<file path="src/rtl/sweep_pkg.sv">
// Shared types and defaults for the instance sweep scheduler.
package sweep_pkg;

    localparam int unsigned N_INST_DEF  = 15;
    localparam int unsigned TIMEOUT_DEF = 255;
    localparam int unsigned IDX_W       = 4;
    localparam int unsigned TMR_W       = 8;

    typedef enum logic [1:0] {
        IDLE = 2'd0,
        SCAN = 2'd1,
        WAIT = 2'd2,
        DONE = 2'd3
    } state_e;

endpackage

</file>
<file path="src/rtl/instance_sweep_scheduler_if.sv">
// Sweep request / child enable bus between a controller and the scheduler.
interface instance_sweep_scheduler_if
    import sweep_pkg::*;
#(
    parameter int unsigned N_INST = N_INST_DEF
);
    logic              start_i;
    logic [N_INST-1:0] mask_i;
    logic [N_INST-1:0] inst_ack_i;
    logic [N_INST-1:0] inst_en_o;
    logic [IDX_W-1:0]  cur_idx_o;
    logic              busy_o;
    logic              done_o;
    logic [N_INST-1:0] fail_vec_o;

    modport master (
        output start_i, mask_i, inst_ack_i,
        input  inst_en_o, cur_idx_o, busy_o, done_o, fail_vec_o
    );

    modport slave (
        input  start_i, mask_i, inst_ack_i,
        output inst_en_o, cur_idx_o, busy_o, done_o, fail_vec_o
    );
endinterface

</file>
<file path="src/rtl/instance_sweep_scheduler_lsb_pick.sv">
// Lowest-set-bit picker: index of the lowest asserted bit plus a valid flag.
module lsb_pick
    import sweep_pkg::*;
#(
    parameter int unsigned N = N_INST_DEF
) (
    input  logic [N-1:0]     vec,
    output logic [IDX_W-1:0] idx,
    output logic             valid
);

    // Scan high to low so the lowest set bit is the last one written.
    always_comb begin
        idx   = '0;
        valid = |vec;
        for (int i = int'(N) - 1; i >= 0; i--) begin
            if (vec[i]) idx = IDX_W'(i);
        end
    end

endmodule

</file>
<file path="src/rtl/instance_sweep_scheduler.sv">
// Visits masked child instances in ascending order, one at a time, with a
// per-child acknowledge timeout; all outputs come straight from flops.
module instance_sweep_scheduler
    import sweep_pkg::*;
#(
    parameter int unsigned N_INST  = N_INST_DEF,
    parameter int unsigned TIMEOUT = TIMEOUT_DEF
) (
    input  logic                       clk,
    input  logic                       rst_n,
    instance_sweep_scheduler_if.slave  bus
);

    state_e            state_q, state_d;
    logic [N_INST-1:0] pend_q, pend_d;
    logic [IDX_W-1:0]  idx_q, idx_d;
    logic [TMR_W-1:0]  tmr_q, tmr_d;
    logic [N_INST-1:0] fail_q, fail_d;
    logic [N_INST-1:0] en_q, en_d;
    logic [IDX_W-1:0]  cur_q, cur_d;
    logic              busy_q, busy_d;
    logic              done_q, done_d;

    logic [IDX_W-1:0]  pick_idx;
    logic              pick_valid;

    lsb_pick #(.N(N_INST)) u_pick (
        .vec   (pend_q),
        .idx   (pick_idx),
        .valid (pick_valid)
    );

    always_ff @(posedge clk or negedge rst_n) begin
        if (!rst_n) begin
            state_q <= IDLE;
            pend_q  <= '0;
            idx_q   <= '0;
            tmr_q   <= '0;
            fail_q  <= '0;
            en_q    <= '0;
            cur_q   <= '0;
            busy_q  <= 1'b0;
            done_q  <= 1'b0;
        end else begin
            state_q <= state_d;
            pend_q  <= pend_d;
            idx_q   <= idx_d;
            tmr_q   <= tmr_d;
            fail_q  <= fail_d;
            en_q    <= en_d;
            cur_q   <= cur_d;
            busy_q  <= busy_d;
            done_q  <= done_d;
        end
    end

    // Next-state logic; output flops are loaded from the next state so they
    // line up with the state they describe.
    always_comb begin
        state_d = state_q;
        pend_d  = pend_q;
        idx_d   = idx_q;
        tmr_d   = tmr_q;
        fail_d  = fail_q;

        unique case (state_q)
            IDLE: begin
                if (bus.start_i) begin
                    pend_d  = bus.mask_i;
                    fail_d  = '0;
                    state_d = SCAN;
                end
            end
            SCAN: begin
                if (!pick_valid) begin
                    state_d = DONE;
                end else begin
                    idx_d   = pick_idx;
                    tmr_d   = '0;
                    state_d = WAIT;
                end
            end
            WAIT: begin
                if (bus.inst_ack_i[idx_q]) begin
                    pend_d[idx_q] = 1'b0;
                    state_d       = SCAN;
                end else if (tmr_q == TMR_W'(TIMEOUT - 1)) begin
                    fail_d[idx_q] = 1'b1;
                    pend_d[idx_q] = 1'b0;
                    state_d       = SCAN;
                end else begin
                    tmr_d = tmr_q + TMR_W'(1);
                end
            end
            DONE: begin
                state_d = IDLE;
            end
            default: begin
                state_d = IDLE;
            end
        endcase

        en_d   = (state_d == WAIT) ? ({{(N_INST-1){1'b0}}, 1'b1} << idx_d) : '0;
        cur_d  = (state_d == WAIT) ? idx_d : '0;
        busy_d = (state_d != IDLE);
        done_d = (state_d == DONE);
    end

    assign bus.inst_en_o  = en_q;
    assign bus.cur_idx_o  = cur_q;
    assign bus.busy_o     = busy_q;
    assign bus.done_o     = done_q;
    assign bus.fail_vec_o = fail_q;

endmodule

</file>
<file path="src/flat_wrapper.sv">
// flat-port wrapper written by rule: the top's interface ports become plain ports
module instance_sweep_scheduler_flat import sweep_pkg::*;
#(
    parameter int unsigned N_INST  = N_INST_DEF,
    parameter int unsigned TIMEOUT = TIMEOUT_DEF
)
  (clk, rst_n, bus_start_i, bus_mask_i, bus_inst_ack_i, bus_inst_en_o, bus_cur_idx_o, bus_busy_o, bus_done_o, bus_fail_vec_o);
  instance_sweep_scheduler_if #(.N_INST(N_INST)) bus_i ();
  input  logic clk;
  input  logic rst_n;
  input wire logic [$bits(bus_i.start_i)-1:0] bus_start_i;
  input wire logic [$bits(bus_i.mask_i)-1:0] bus_mask_i;
  input wire logic [$bits(bus_i.inst_ack_i)-1:0] bus_inst_ack_i;
  output wire logic [$bits(bus_i.inst_en_o)-1:0] bus_inst_en_o;
  output wire logic [$bits(bus_i.cur_idx_o)-1:0] bus_cur_idx_o;
  output wire logic [$bits(bus_i.busy_o)-1:0] bus_busy_o;
  output wire logic [$bits(bus_i.done_o)-1:0] bus_done_o;
  output wire logic [$bits(bus_i.fail_vec_o)-1:0] bus_fail_vec_o;
  assign bus_i.start_i = bus_start_i;
  assign bus_i.mask_i = bus_mask_i;
  assign bus_i.inst_ack_i = bus_inst_ack_i;
  assign bus_inst_en_o = bus_i.inst_en_o;
  assign bus_cur_idx_o = bus_i.cur_idx_o;
  assign bus_busy_o = bus_i.busy_o;
  assign bus_done_o = bus_i.done_o;
  assign bus_fail_vec_o = bus_i.fail_vec_o;
  instance_sweep_scheduler #(.N_INST(N_INST), .TIMEOUT(TIMEOUT)) u_core (.clk(clk), .rst_n(rst_n), .bus(bus_i));
endmodule
</file>
<file path="config.mk">
export PLATFORM = sky130hd
export DESIGN_NAME = instance_sweep_scheduler_flat
export DESIGN_NICKNAME = d
export VERILOG_FILES = /design/src/rtl/sweep_pkg.sv /design/src/rtl/instance_sweep_scheduler_if.sv /design/src/rtl/instance_sweep_scheduler_lsb_pick.sv /design/src/rtl/instance_sweep_scheduler.sv /design/src/flat_wrapper.sv
export SDC_FILE = /design/constraint.sdc
export NUM_CORES = 1
export LEC_CHECK = 0
export CAP_MARGIN = 20
export CORE_UTILIZATION = 40
export DETAILED_ROUTE_END_ITERATION = 6
export PLACE_DENSITY_LB_ADDON = 0.15
export RECOVER_POWER = 100
export SYNTH_ARGS = -nofsm -noshare
export SYNTH_HDL_FRONTEND = slang
export SYNTH_SLANG_ARGS = --single-unit
</file>
<file path="constraint.sdc">
create_clock -name clk -period 3.4 [get_ports clk]
set_input_delay 0.68 -clock clk [delete_from_list [all_inputs] [get_ports clk]]
set_output_delay 0.68 -clock clk [all_outputs]
set_load 0.01 [all_outputs]
</file>
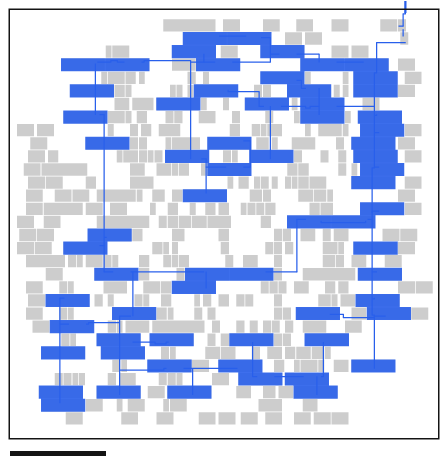
**Above:** run 1 (I/O nets highlighted).
Scale bar: 20 um.
`rst_n`: in blue, bits 1, direction input, edge top, end cells 65, buffers 2, wire 460 um.

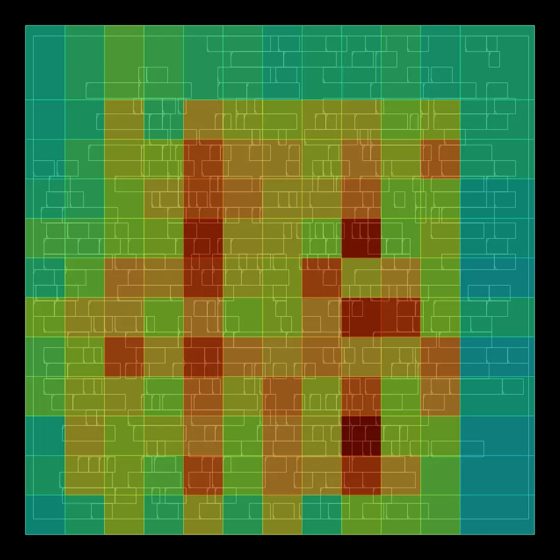
**Above:** run 1 (congestion heat map).
global routing met2 resource utilization: 0.309
fraction of met3 tracks used by global routing: 0.0466
wire length per cell: 15.2 um
Global Route met1 Usage: 0.278

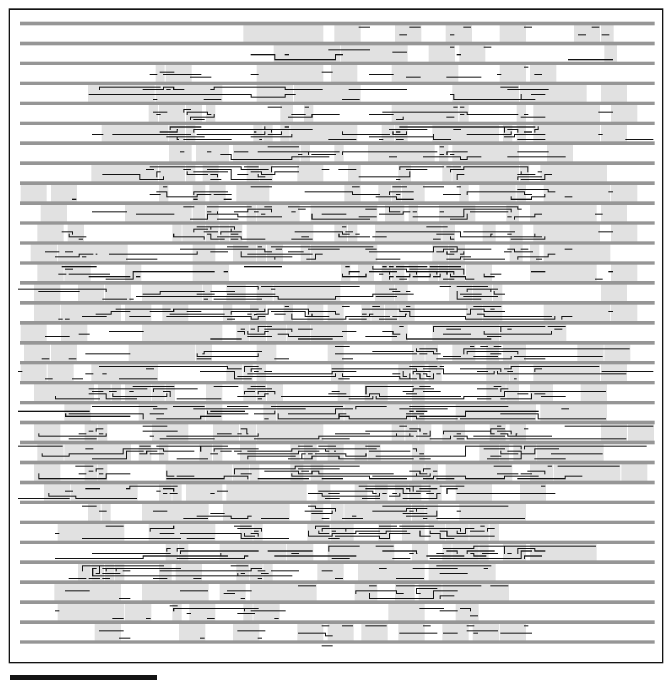
**Above:** run 1 (metal 1).
Scale bar: 20 um. Supply wires on this layer in gray.
352 nets have wire on it. The layer carries 3,400 um of wire. The longest straight run is 31.3 um.

==> run 1: logic make-up after synthesis <==
family | after synthesis | share of synthesized area
simple gates | 111 | 0.177
compound gates | 87 | 0.180
flops | 65 | 0.539
buf+inv | 16 | 0.0253
mux | 12 | 0.0617
xor+xnor | 3 | 0.00870
fa+ha+maj | 2 | 0.00829
==> run 1: metrics by stage <==
stage / hold WS (ns) / area [um^2]
floorplan: 0.384 / 3020
CTS: 0.478 / 4040
global placement: 0.464 / 3780
finish: 0.478 / 4020
detailed placement: 0.469 / 3780
global route: 0.526 / 4020
==> run 1: cell usage in the layout (no fill, tap or decap), types with 3 or more instances in the layout <==
master	instances
dfrtp_1	65
o21ai_0	46
dlygate4sd3_1	38
nand2_1	32
clkdlybuf4s50_1	29
nor2_1	28
a22o_1	15
a21oi_1	10
nand2b_1	9
nor3_1	9
clkbuf_8	9
mux2i_1	8
nand3_1	7
or3_1	5
inv_1	5
bufinv_16	4
nor4_1	3
and3_1	3
and2_1	3
or2_2	3
a31oi_1	3
xnor2_1	3
==> run 1: power groups by stage <==
stage                     registers, W  logic (W)  clock network, W
final                          0.00116    0.00121          0.000873
after global routing           0.00119    0.00135          0.000914
after CTS                      0.00117    0.00127          0.000888
after detailed placement       0.00118    0.00127                 0
after global placement         0.00117    0.00125                 0
after floorplan                0.00111   0.000931                 0
==> run 1: worst max-delay path: cells and delay by family <==
kind | cells | cell delay (ns)
buffers and inverters | 1 | 0.52
AND-OR/OR-AND | 2 | 0.34
multiplexers | 3 | 1.11
AND/OR/NAND/NOR | 1 | 0.34
==> run 1: layout make-up <==
class | instances | area, um^2
fillers | 689 | 3270
flip-flops and latches | 65 | 1630
multi-input cells | 215 | 1300
repair buffers | 70 | 688
clock inverters | 7 | 143
clock buffers | 9 | 124
well taps | 99 | 124
inverters | 5 | 18.8
==> run summary, run 1 <==
fresh numbers from the pnr run: outcome=finished, violations left, violated checks=capacitance limit, slew limit, Net Count, Synth=331, count of maximum capacitance violations=1, most instantiated library cell after synthesis=dfrtp_1, post-synthesis instance total=slightly below 300, overall fraction of global-route tracks in use=0.204, Async S/R FF share, synth=1.00, DRC violations left=0, startpoint of the lowest-slack hold path=u_core.tmr_q[5]$_DFFE_PN0P_, worst path arrival time=around 3 ns, # clock sinks=65, buffer cell driving the clock tree root=clkbuf_8, Worst Skew=around 0.0073 ns, Post-Place Cells=454, crit path setup slack, layout=0.627 ns, aggregate negative setup slack=0 ns, H-tree Lvls=3, Finished Core Util=0.551, Mean Syn Cell Area=10.2 um^2, Iter 0 DRT Violations=158, Worst setup endpoint=u_core.pend_q[9]$_DFFE_PN0P_, final tally of max-slew violations=66, Slew Limit Headroom=-0.0639, routed wl met3=347 um, number of input and output port buffers inserted=68, global route total overflow=0, number of buffers inserted during clock tree synthesis=9, vias in the first global route=2,461, CP max FO=16, worst setup path category=input port to flop, clock tree from TritonCTS=built, Site Rows=31, sequential fraction of the synthesis area=0.539, pre-CTS WS=0.594 ns, HPWL reported at the end of detailed placement=4970 um, Worst path max stage delay=0.57 ns, number of vias per cell after detailed routing=5.20, proportion of total power due to net switching=0.379, register-to-register setup slack=roughly 0.75 ns, tool warnings=27, met2 layer wire length in the routed design=3260 um, number of buffers added to fix hold violations after cts=0, clock network fraction of design power=0.269, CP startpoint kind=input port, clock period minus worst slack=~2.8 ns, # IOs=69, highest clock frequency the design can meet=361 MHz, synthesis area per yosys=3020 um^2, worst vdd rail ir drop=between 0.0003 and 0.0004 V
**Run 1: sequential cells grouped by signal name**

Scale bar: 20 um.
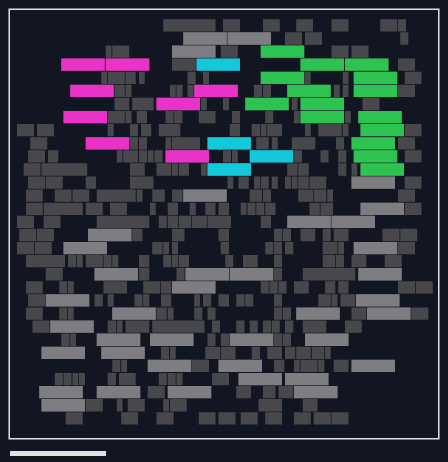

==> run 1 -> run 2 <==
- clock period: 3.4 -> 2.5 ns (I/O delays scaled with it)
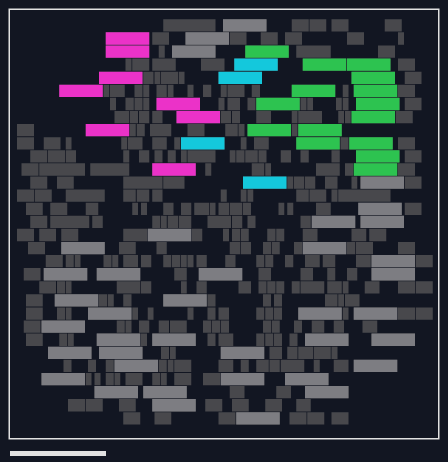
**Above:** run 2 (sequential cells grouped by signal name).
Scale bar: 20 um.
`u_core.idx_q`: in cyan, sequential cells 4, where top center. `u_core.bus.inst_en_o`: in green, sequential cells 15, where upper right. `u_core.tmr_q`: in magenta, sequential cells 8, where upper left.
Another 38 sequential cells are not colored.
storage element area: 1630 um^2
Finished Core Util: 0.559

==> run 2 against run 1 <==
Compared with the run above:
- the run now ends clean
- largest cell class unchanged
- worst hold slack worse by 0.029 ns
- global-route usage grew 0.50 points
- critical endpoint is now u_core.pend_q[2]$_DFFE_PN0P_
- setup slack got worse by 0.42 ns
- register-to-register slack worse by 0.54 ns
- first-iteration DRC count is 8.9% lower
- critical path depth unchanged
- clock power rose by 14%
- largest power group unchanged
- sequential power up 35%
- wire length increased by 2.5%
- area after synthesis unchanged
- sequential cell count unchanged
==> run summary, run 2 <==
fresh numbers from the pnr run: Async S/R FF share, synth=1.00 (unchanged), aoi/oai-family share of the synthesized area=0.180 (unchanged), worst path arrival time=2.53 ns (was 3.01 ns), clock network fraction of design power=0.228 (was 0.269), Sequential Power=0.00157 W (was 0.00116 W), Post-Place Cells=465 (was 454), DRC violations left=0 (unchanged), most instantiated logic cells after routing=65 x dfrtp_1, 47 x o21ai_0, 37 x dlygate4sd3_1, 32 x nand2_1, 30 x clkdlybuf4s50_1 (was 65 x dfrtp_1, 46 x o21ai_0, 38 x dlygate4sd3_1, 32 x nand2_1, 29 x clkdlybuf4s50_1), vias in the first global route=2,469 (was 2,461), number of input and output port buffers inserted=68 (unchanged), wire length per cell=15.2 um (about the same), Worst path max stage delay=0.51 ns (was 0.57 ns), pre-CTS WS=-0.0602 ns (was 0.594 ns), largest family of logic cells by area=AND-OR/OR-AND gates (unchanged), Worst Skew=0.00622 ns (was 0.00734 ns), number of buffers inserted during clock tree synthesis=9 (unchanged), Mean Syn Cell Area=10.2 um^2 (unchanged), highest clock frequency the design can meet=436 MHz, Slew Limit Headroom=0.0878 (was -0.0639), number of buffers added to fix hold violations after cts=0 (unchanged), aggregate negative setup slack=0 ns (unchanged), adder-cell area share of the yosys netlist=0.00829 (unchanged), outcome=finished clean (was finished, violations left), worst setup path category=flop to flop (was input port to flop), Synth Area in XOR/XNOR=0.00870 (unchanged), CP startpoint kind=flop (was input port), H-tree Lvls=3 (unchanged), met2 layer wire length in the routed design=3330 um (was 3260 um), CP max FO=16 (unchanged)
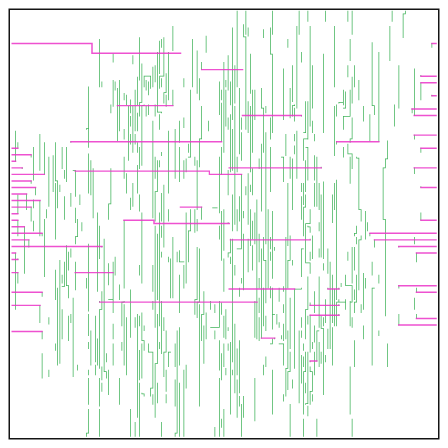
**Above:** run 2 (metal layers overlaid).
Only two layers are drawn.
met2: in green, wire length 3,330 um. met3: in magenta, wire length 468 um.

-- run 2: cell types whose count changed in the layout (fill, tap and decap cells not counted), moves of 2 or more --
cell / previous run / this run
buf_4: 1 / 7
clkbuf_1: 0 / 6
bufinv_16: 4 / 2
clkinvlp_4: 0 / 2
-- run 2: path summary, 6_finish.rpt --
| kind | start | endpoint | slack (ns) | depth (start not counted) |
|---|---|---|---|---|
| worst max-delay path | u_core.idx_q[1]$_DFF_PN0_ | u_core.pend_q[2]$_DFFE_PN0P_ | 0.21 | 7 |
| worst min-delay path | rst_n | u_core.bus.inst_en_o[8]$_DFF_PN0_ | 0.45 | 1 |
| worst max register to register | u_core.idx_q[1]$_DFF_PN0_ | u_core.pend_q[2]$_DFFE_PN0P_ | 0.21 | 7 |
| worst min register to register | u_core.bus.fail_vec_o[9]$_DFFE_PN0P_ | u_core.bus.fail_vec_o[9]$_DFFE_PN0P_ | 0.48 | 2 |
| max in group asynchronous | rst_n | u_core.bus.fail_vec_o[3]$_DFFE_PN0P_ | 1.20 | 2 |
| min in group clk | u_core.bus.fail_vec_o[9]$_DFFE_PN0P_ | u_core.bus.fail_vec_o[9]$_DFFE_PN0P_ | 0.48 | 2 |
-- run 2: worst register-to-register path, cell delays in order (launching register included) --
cell and delay, ns:
dfrtp_1 0.49, clkbuf_1 0.18, nand2b_1 0.16, mux4_2 0.51
mux2i_4 0.24, and2_4 0.27, o21ai_0 0.14, a22o_1 0.20
-- run 2: layout make-up --
| class | count | area (um^2) |
|---|---|---|
| sequential | 65 | 1630 |
| inverter | 5 | 18.8 |
| timing repair buffer | 81 | 769 |
| clock buffer | 10 | 128 |
| fill | 696 | 3220 |
| multi-input combinational | 215 | 1310 |
| tap | 99 | 124 |
| clock inverter | 6 | 92.6 |
**Run 2: metal 1**

Scale bar: 20 um. Supply wires on this layer in gray.
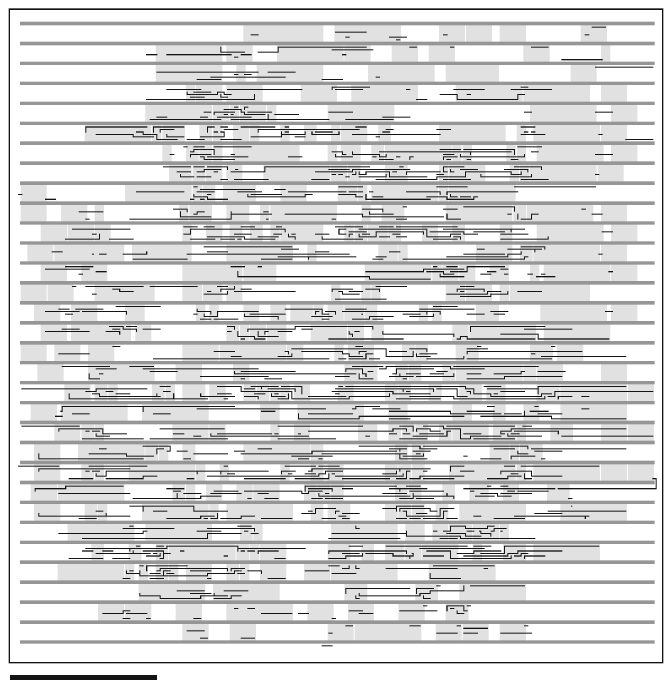

==> run 2 -> run 3 <==
- CORE_UTILIZATION: 40 -> 35
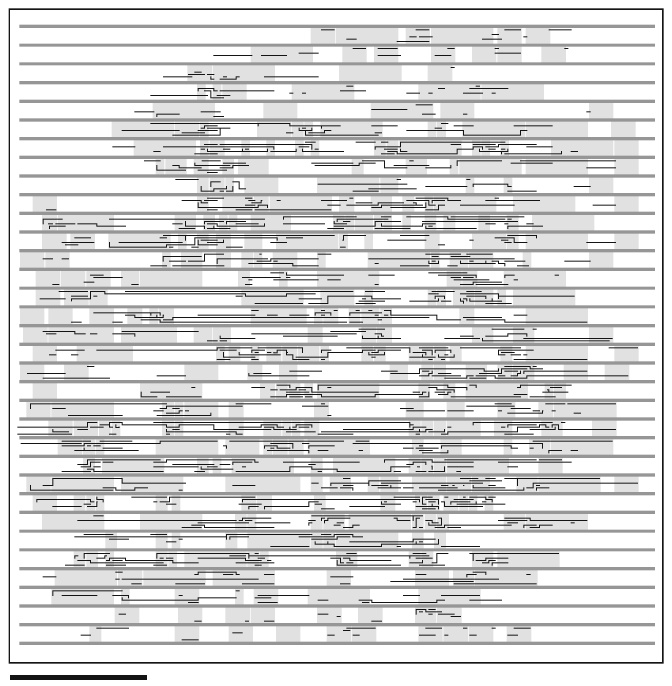
**Above:** run 3 (metal 1).
Scale bar: 20 um. Supply wires on this layer in gray.
The layer carries 3,540 um of wire. The wires run mostly horizontal. The layer holds 48% of the routed length. The longest straight run is 37.3 um. 365 nets have wire on it.

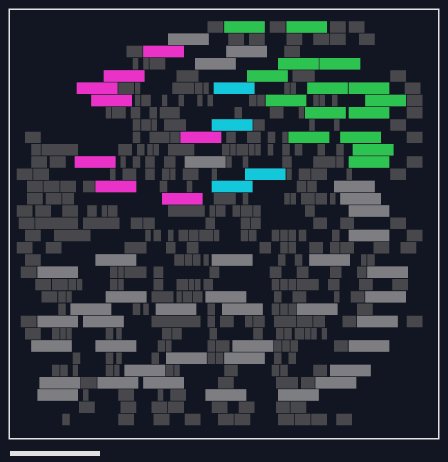
**Above:** run 3 (sequential cells grouped by signal name).
Scale bar: 20 um.
`u_core.tmr_q`: in magenta, sequential cells 8, where upper left. `u_core.bus.inst_en_o`: in green, sequential cells 15, where upper right. `u_core.idx_q`: in cyan, sequential cells 4.

==> run 3 against run 2 <==
Compared with the run above:
- the flow now finishes with violations (capacitance limit, slew limit)
- via count shrank 1.4%
- maximum frequency increased by 0.23%
- first-iteration DRC count is 35% lower
- sequential share of layout area increased by 0.22 points
- setup slack improved by 0.0052 ns
- register-to-register slack barely moved
- non-clock buffer count shrank 2
- wire length up 1.5%
- clock power decreased by 4.3%
- clock-buffer cell count up 2
- clock skew is 0.00097 ns higher
- combinational power about the same
==> run summary, run 3 <==
fresh numbers from the pnr run: outcome=finished, violations left (was finished clean), violated checks=capacitance limit, slew limit, worst setup path category=flop to flop (unchanged), R2R Path End=u_core.tmr_q[5]$_DFFE_PN0P_ (was u_core.pend_q[2]$_DFFE_PN0P_), startpoint of the lowest-slack hold path=u_core.bus.fail_vec_o[10]$_DFFE_PN0P_, HPWL reported at the end of detailed placement=5310 um (was 5320 um), endpoint of the worst hold-timing path=u_core.bus.fail_vec_o[10]$_DFFE_PN0P_, number of input and output port buffers inserted=68 (unchanged), Net Count, Synth=331 (unchanged), origin of the critical flop-to-flop path=u_core.idx_q[1]$_DFF_PN0_ (unchanged), clock tree from TritonCTS=built (unchanged), Worst path max stage delay=0.53 ns (was 0.51 ns), Worst setup endpoint=u_core.tmr_q[5]$_DFFE_PN0P_ (was u_core.pend_q[2]$_DFFE_PN0P_), Slew Limit Headroom=-0.0661 (was 0.0878), most instantiated library cell after synthesis=dfrtp_1 (unchanged), crit path setup slack, layout=0.211 ns (was 0.205 ns), number of inserted filler cells in the final layout=790 (was 696), buffer cell driving the clock tree root=clkbuf_8 (unchanged), worst path arrival time=2.56 ns (was 2.53 ns), most common cell after layout, fill and taps aside=dfrtp_1 (unchanged), register-to-register setup slack=0.21 ns (about the same), CP max FO=8 (was 16), highest clock frequency the design can meet=437 MHz (was 436 MHz), Worst Skew=0.00720 ns (was 0.00622 ns), wire length per cell=15.3 um (was 15.2 um), storage element area=1630 um^2 (unchanged), final tally of max-slew violations=66 (was 0), overall fraction of global-route tracks in use=0.183 (was 0.209), pre-CTS WS=-0.0691 ns (was -0.0602 ns), Worst Hold Margin=0.482 ns (was 0.449 ns), number of vias per cell after detailed routing=5.12 (was 5.23), crit path from=u_core.idx_q[1]$_DFF_PN0_ (unchanged), tool warnings=27 (unchanged), post-synthesis instance total=296 (unchanged), number of buffers inserted during clock tree synthesis=9 (unchanged), # clock sinks=65 (unchanged), count of maximum capacitance violations=1 (was 0), DRC violations left=0 (unchanged), worst hold path depth=2, synthesis area per yosys=3020 um^2 (unchanged), Async S/R FF share, synth=1.00 (unchanged), clock period minus worst slack=2.29 ns (about the same), Iter 0 DRT Violations=93 (was 144), FF-to-FF path depth=8 (was 7), sequential fraction of the synthesis area=0.539 (unchanged), worst vdd rail ir drop=0.000410 V (was 0.000447 V), comb. cell area=1310 um^2 (unchanged), Site Rows=33 (was 31), global route total overflow=0 (unchanged)
[run 3: metal layers]
metal  GRT usage  share of wire  up-vias  routed length (um)
li1            -              -     1210                   -
met1       0.246           0.48     1197                3540
met2       0.281           0.46       61                3400
met3      0.0370          0.042       14                 310
met4      0.0896          0.023        0                 173
met5           0              0        -                   0
[run 3: area by class of cell]
| cell class | count | share of cell area |
|---|---|---|
| clock buffer | 12 | 0.0408 |
| clock inverter | 4 | 0.0124 |
| inverter | 5 | 0.00463 |
| multi-input combinational | 215 | 0.324 |
| sequential | 65 | 0.402 |
| tap | 105 | 0.0324 |
| timing repair buffer | 79 | 0.184 |
[run 3: per-stage QoR]
| step | area (um^2) | cells | TNS, ns | utilization |
|---|---|---|---|---|
| CTS | 4080 | 485 | 0 | 0.491 |
| global route | 4050 | 485 | 0 | 0.488 |
| floorplan | 3020 | 296 | 0 | - |
| global placement | 3860 | 469 | -0.0256 | 0.466 |
| finish | 4050 | 485 | 0 | 0.488 |
| detailed placement | 3860 | 469 | -0.329 | 0.466 |
[run 3: critical path, delay by kind of cell (launching register included)]
| kind | cells | cell delay [ns] |
|---|---|---|
| buffers and inverters | 2 | 0.43 |
| flip-flops | 1 | 0.47 |
| multiplexers | 3 | 0.95 |
| AND/OR/NAND/NOR | 3 | 0.37 |
[run 3: kinds of logic after synthesis]
logic type | after synthesis | share of synthesized area
and+or+nand+nor | 111 | 0.177
AOI/OAI and AO/OA | 87 | 0.180
DFF | 65 | 0.539
buffers and inverters | 16 | 0.0253
muxes | 12 | 0.0617
xor gates and xnor gates | 3 | 0.00870
adders and majority gates | 2 | 0.00829
[run 3: power breakdown]
group | internal [W] | total (W) | switching, W
Combinational | 0.000778 | 0.00179 | 0.00101
Sequential | 0.00129 | 0.00157 | 0.000274
Clock | 0.000540 | 0.000953 | 0.000413
No activity file was given, so power comes from the tool's default toggle rates.
